File: src/rtl/vedic_div_sequencer.sv
// rtl/vedic_div_sequencer.sv - sequential restoring divider with power-of-ten divisor classification
module vedic_div_sequencer #(
    parameter int WIDTH = 16
) (
    input  logic               clk,
    input  logic               rst_n,
    input  logic               flush,
    input  logic               in_valid,
    output logic               in_ready,
    input  logic [WIDTH-1:0]   dividend,
    input  logic [WIDTH-1:0]   divisor,
    output logic               out_valid,
    input  logic               out_ready,
    output logic [WIDTH-1:0]   quotient,
    output logic [WIDTH-1:0]   remainder,
    output logic               div_by_zero,
    output logic [10:0]        power10_value,
    output logic signed [11:0] difference,
    output logic               is_near_power10,
    output logic [15:0]        near_count
);
    localparam int IW = $clog2(WIDTH);
    localparam int NW = $clog2(WIDTH + 1);

    typedef enum logic [1:0] {IDLE, ANALYZE, DIVIDE, DONE} state_t;

    state_t            state;
    logic [WIDTH-1:0]  dvd;
    logic [WIDTH-1:0]  dvs;
    logic [WIDTH-1:0]  q;
    logic [WIDTH-1:0]  rem;
    logic [IW-1:0]     idx;

    logic [NW-1:0]     sig_bits;
    logic [10:0]       p_val;
    logic signed [11:0] diff_val;
    logic              near_val;
    logic [WIDTH:0]    rem_shift;
    logic              sub_ok;
    logic [WIDTH-1:0]  rem_sub;

    // Number of significant dividend bits: position of the highest set bit plus one.
    always_comb begin
        sig_bits = '0;
        for (int i = 0; i < WIDTH; i++) begin
            if (dvd[i]) sig_bits = NW'(i + 1);
        end
    end

    always_comb begin
        p_val    = 11'd10;
        diff_val = '0;
        near_val = 1'b0;
        if (dvs < WIDTH'(20)) begin
            p_val    = 11'd10;
            diff_val = 12'sd10 - $signed({1'b0, dvs[10:0]});
            near_val = (dvs >= WIDTH'(8)) && (dvs <= WIDTH'(12));
        end else if (dvs < WIDTH'(200)) begin
            p_val    = 11'd100;
            diff_val = 12'sd100 - $signed({1'b0, dvs[10:0]});
            near_val = (dvs >= WIDTH'(71)) && (dvs <= WIDTH'(129));
        end else if (dvs < WIDTH'(2000)) begin
            p_val    = 11'd1000;
            diff_val = 12'sd1000 - $signed({1'b0, dvs[10:0]});
            near_val = (dvs >= WIDTH'(701)) && (dvs <= WIDTH'(1299));
        end
    end

    // The shifted remainder needs one extra bit; the difference always fits in WIDTH bits.
    always_comb begin
        rem_shift = {rem, dvd[idx]};
        sub_ok    = rem_shift[WIDTH] || (rem_shift[WIDTH-1:0] >= dvs);
        rem_sub   = rem_shift[WIDTH-1:0] - dvs;
    end

    always_ff @(posedge clk or negedge rst_n) begin
        if (!rst_n) begin
            state           <= IDLE;
            in_ready        <= 1'b1;
            out_valid       <= 1'b0;
            dvd             <= '0;
            dvs             <= '0;
            q               <= '0;
            rem             <= '0;
            idx             <= '0;
            div_by_zero     <= 1'b0;
            power10_value   <= 11'd10;
            difference      <= '0;
            is_near_power10 <= 1'b0;
            near_count      <= '0;
        end else if (flush) begin
            state     <= IDLE;
            in_ready  <= 1'b1;
            out_valid <= 1'b0;
        end else begin
            case (state)
                IDLE: begin
                    if (in_valid) begin
                        dvd         <= dividend;
                        dvs         <= divisor;
                        q           <= '0;
                        rem         <= '0;
                        div_by_zero <= 1'b0;
                        in_ready    <= 1'b0;
                        state       <= ANALYZE;
                    end
                end
                ANALYZE: begin
                    power10_value   <= p_val;
                    difference      <= diff_val;
                    is_near_power10 <= near_val;
                    if (dvs == '0) begin
                        div_by_zero <= 1'b1;
                        q           <= '1;
                        rem         <= dvd;
                        out_valid   <= 1'b1;
                        state       <= DONE;
                    end else if (sig_bits == '0) begin
                        out_valid <= 1'b1;
                        state     <= DONE;
                    end else begin
                        idx   <= IW'(sig_bits - NW'(1));
                        state <= DIVIDE;
                    end
                end
                DIVIDE: begin
                    if (sub_ok) begin
                        rem    <= rem_sub;
                        q[idx] <= 1'b1;
                    end else begin
                        rem <= rem_shift[WIDTH-1:0];
                    end
                    if (idx == '0) begin
                        out_valid <= 1'b1;
                        state     <= DONE;
                    end else begin
                        idx <= idx - IW'(1);
                    end
                end
                DONE: begin
                    if (out_ready) begin
                        out_valid <= 1'b0;
                        in_ready  <= 1'b1;
                        state     <= IDLE;
                        if (is_near_power10 && near_count != 16'hFFFF) begin
                            near_count <= near_count + 16'd1;
                        end
                    end
                end
                default: begin
                    state     <= IDLE;
                    in_ready  <= 1'b1;
                    out_valid <= 1'b0;
                end
            endcase
        end
    end

    assign quotient  = q;
    assign remainder = rem;
endmodule

File: config.mk
export PLATFORM = sky130hd
export DESIGN_NAME = vedic_div_sequencer
export DESIGN_NICKNAME = d
export VERILOG_FILES = /design/src/rtl/vedic_div_sequencer.sv
export SDC_FILE = /design/constraint.sdc
export NUM_CORES = 1
export LEC_CHECK = 0
export CAP_MARGIN = 20
export CORE_UTILIZATION = 41
export CTS_CLUSTER_DIAMETER = 50
export CTS_CLUSTER_SIZE = 10
export DETAILED_ROUTE_END_ITERATION = 8
export PLACE_DENSITY_LB_ADDON = 0.05
export SETUP_SLACK_MARGIN = 0.5
export SLEW_MARGIN = 0
export SYNTH_ARGS = -nofsm -noshare
export SYNTH_HDL_FRONTEND = slang
export SYNTH_SLANG_ARGS = --single-unit
File: constraint.sdc
create_clock -name clk -period 5.9 [get_ports clk]
set_input_delay 0.885 -clock clk [delete_from_list [all_inputs] [get_ports clk]]
set_output_delay 0.885 -clock clk [all_outputs]
set_load 0.005 [all_outputs]
zoom.png
Region (45, 19) to (85, 59) µm. Cells in gray, sequential cells in the stronger gray; small squares are vias.
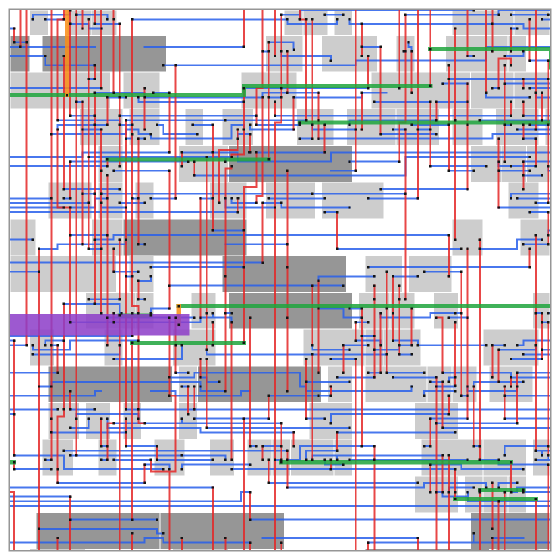
met3: shown in green. met5: shown in purple. met4: shown in orange. met1: shown in blue. met2: shown in red.
Most frequent: nand2_1 (11), dfrtp_1 (10), nand3_1 (7). Sequential cells in the window: 10. 99 logic cells have their middle in the window. Netlist names of flops here include remainder (8), dvd (2).

met3.png
The bar under the picture is 50 µm long.
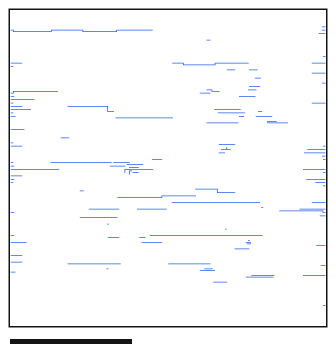
The wires run mostly horizontal. The longest straight run is 46.0 µm. The layer holds 4.4% of the routed length. 93 nets have wire on it. The layer carries 806 µm of wire.

metal_stack.png
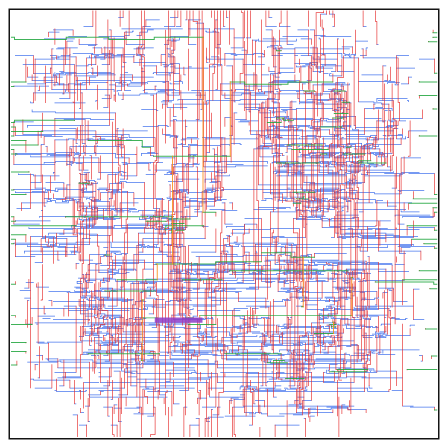
met1: shown in blue, wire length 8620 µm. met4: shown in orange, wire length 163 µm. met5: shown in purple, wire length 12.9 µm. met3: shown in green, wire length 806 µm. met2: shown in red, wire length 8690 µm.

final_placement.png
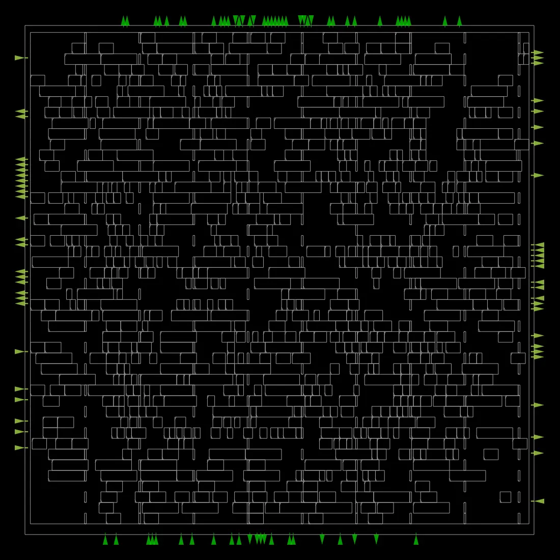
num sequential: 107
post-route core utilization: 51.4%
number of filler cells placed in the layout: 1519
non-filler instance count after layout: 1022

clock_map.png
The bar under the picture is 50 µm long.
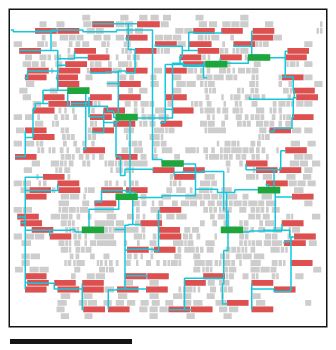
cells driving clock nets: shown in green, count 9. flip-flops: shown in red, count 107. clock wires: shown in cyan, length 1510 µm.
There are 10 routed clock nets.

==> flow report <==
RUN STATUS
--------------------------------------------------------------------------------------------------
Result of the run ...................................................................    completed

FINAL LAYOUT
--------------------------------------------------------------------------------------------------
Area overhead of the layout relative to synthesis ...................................        22.2%
Plain + repair buffers ..............................................................          112
Multi-input gates ...................................................................          537
Most frequent logic cells in the routed design ...................................... 107 x clkdlybuf4s50_1, 104 x dfrtp_1, 61 x nor2_1
Logic area ..........................................................................     3660 µm²

SYNTHESIS
--------------------------------------------------------------------------------------------------
Area share of fa/ha/maj cells after synthesis .......................................        5.36%
Post-synthesis cell type with the largest instance count ............................      dfrtp_1
Area fraction in and, or, nand and nor cells ........................................        15.3%
Portion of synthesized cell area occupied by the leading cell type ..................        39.0%
Aoi/oai-family share of the synthesized area ........................................        19.5%

DRT
--------------------------------------------------------------------------------------------------
Vias ................................................................................         5825
Met1 routed wirelength after detailed routing .......................................      8620 µm
Drc violations ......................................................................            0
Drt wl/cell .........................................................................      17.9 µm
Post-Route WL .......................................................................     18300 µm
Uppermost routed layer ..............................................................         met5

WORST HOLD PATH
--------------------------------------------------------------------------------------------------
Hold_sp ............................................................................. power10_value[2]

POWER AND IR DROP
--------------------------------------------------------------------------------------------------
Switching share of total power ......................................................        44.1%
Internal power contribution .........................................................      2.56 mW
Relative contribution of the clock network to total power ...........................        14.0%
Final total power ...................................................................      4.58 mW
P_seq ...............................................................................      1.48 mW
Net Sw Power ........................................................................      2.02 mW

STA
--------------------------------------------------------------------------------------------------
RSZ-0062 raised after global routing ................................................           no
Slew Limit Headroom .................................................................        32.9%
Count of final setup violators ......................................................            0
Post-route clock period utilization .................................................        78.4%
Worst Tran Pin Value ................................................................      1.00 ns
Worst hold slack across all endpoints ...............................................     0.482 ns

GRT
--------------------------------------------------------------------------------------------------
GR Util met3 ........................................................................        4.46%
Via count of the first global-routing pass ..........................................         5556
Aggregate global-route resource usage ...............................................        22.8%
Wire length of the first global-routing pass ........................................     29600 µm

CLOCK TREE
--------------------------------------------------------------------------------------------------
Clock transition time at the flip-flop clock pins of the worst setup and hold paths .      0.07 ns
Cts repair resizes ..................................................................            0
Number of buffers inserted to repair setup after CTS ................................            0
Number of H-tree branching levels ...................................................            3

DIE
--------------------------------------------------------------------------------------------------
Number of tap instances .............................................................          216
Starting density of the core ........................................................        42.0%
Number of standard-cell rows in the floorplan .......................................           46
Chip area ...........................................................................    16800 µm²

WORST SETUP PATH
--------------------------------------------------------------------------------------------------
CP Cell Sequence .................................................................... mux4_2 > mux2_2 > o21ai_0 > ha_1 > fa_1 > nor2b_1 > o31a_1 > o31a_1 > o41a_1 > o21a_1 > mux2_1 > a22oi_1 > o22ai_1
Startpoint kind of the worst setup timing path ......................................     register
Critical register-to-register path endpoint ......................................... remainder[3]
Setup slack of the most critical reg-to-reg path ....................................      1.28 ns
Setup CP Type .......................................................................   reg -> reg
First element of the critical path ..................................................       idx[0]

PLACE
--------------------------------------------------------------------------------------------------
HPWL Detailed .......................................................................     13200 µm
Placed insts ........................................................................         1006

No activity file was given, so power comes from the tool's default toggle rates.
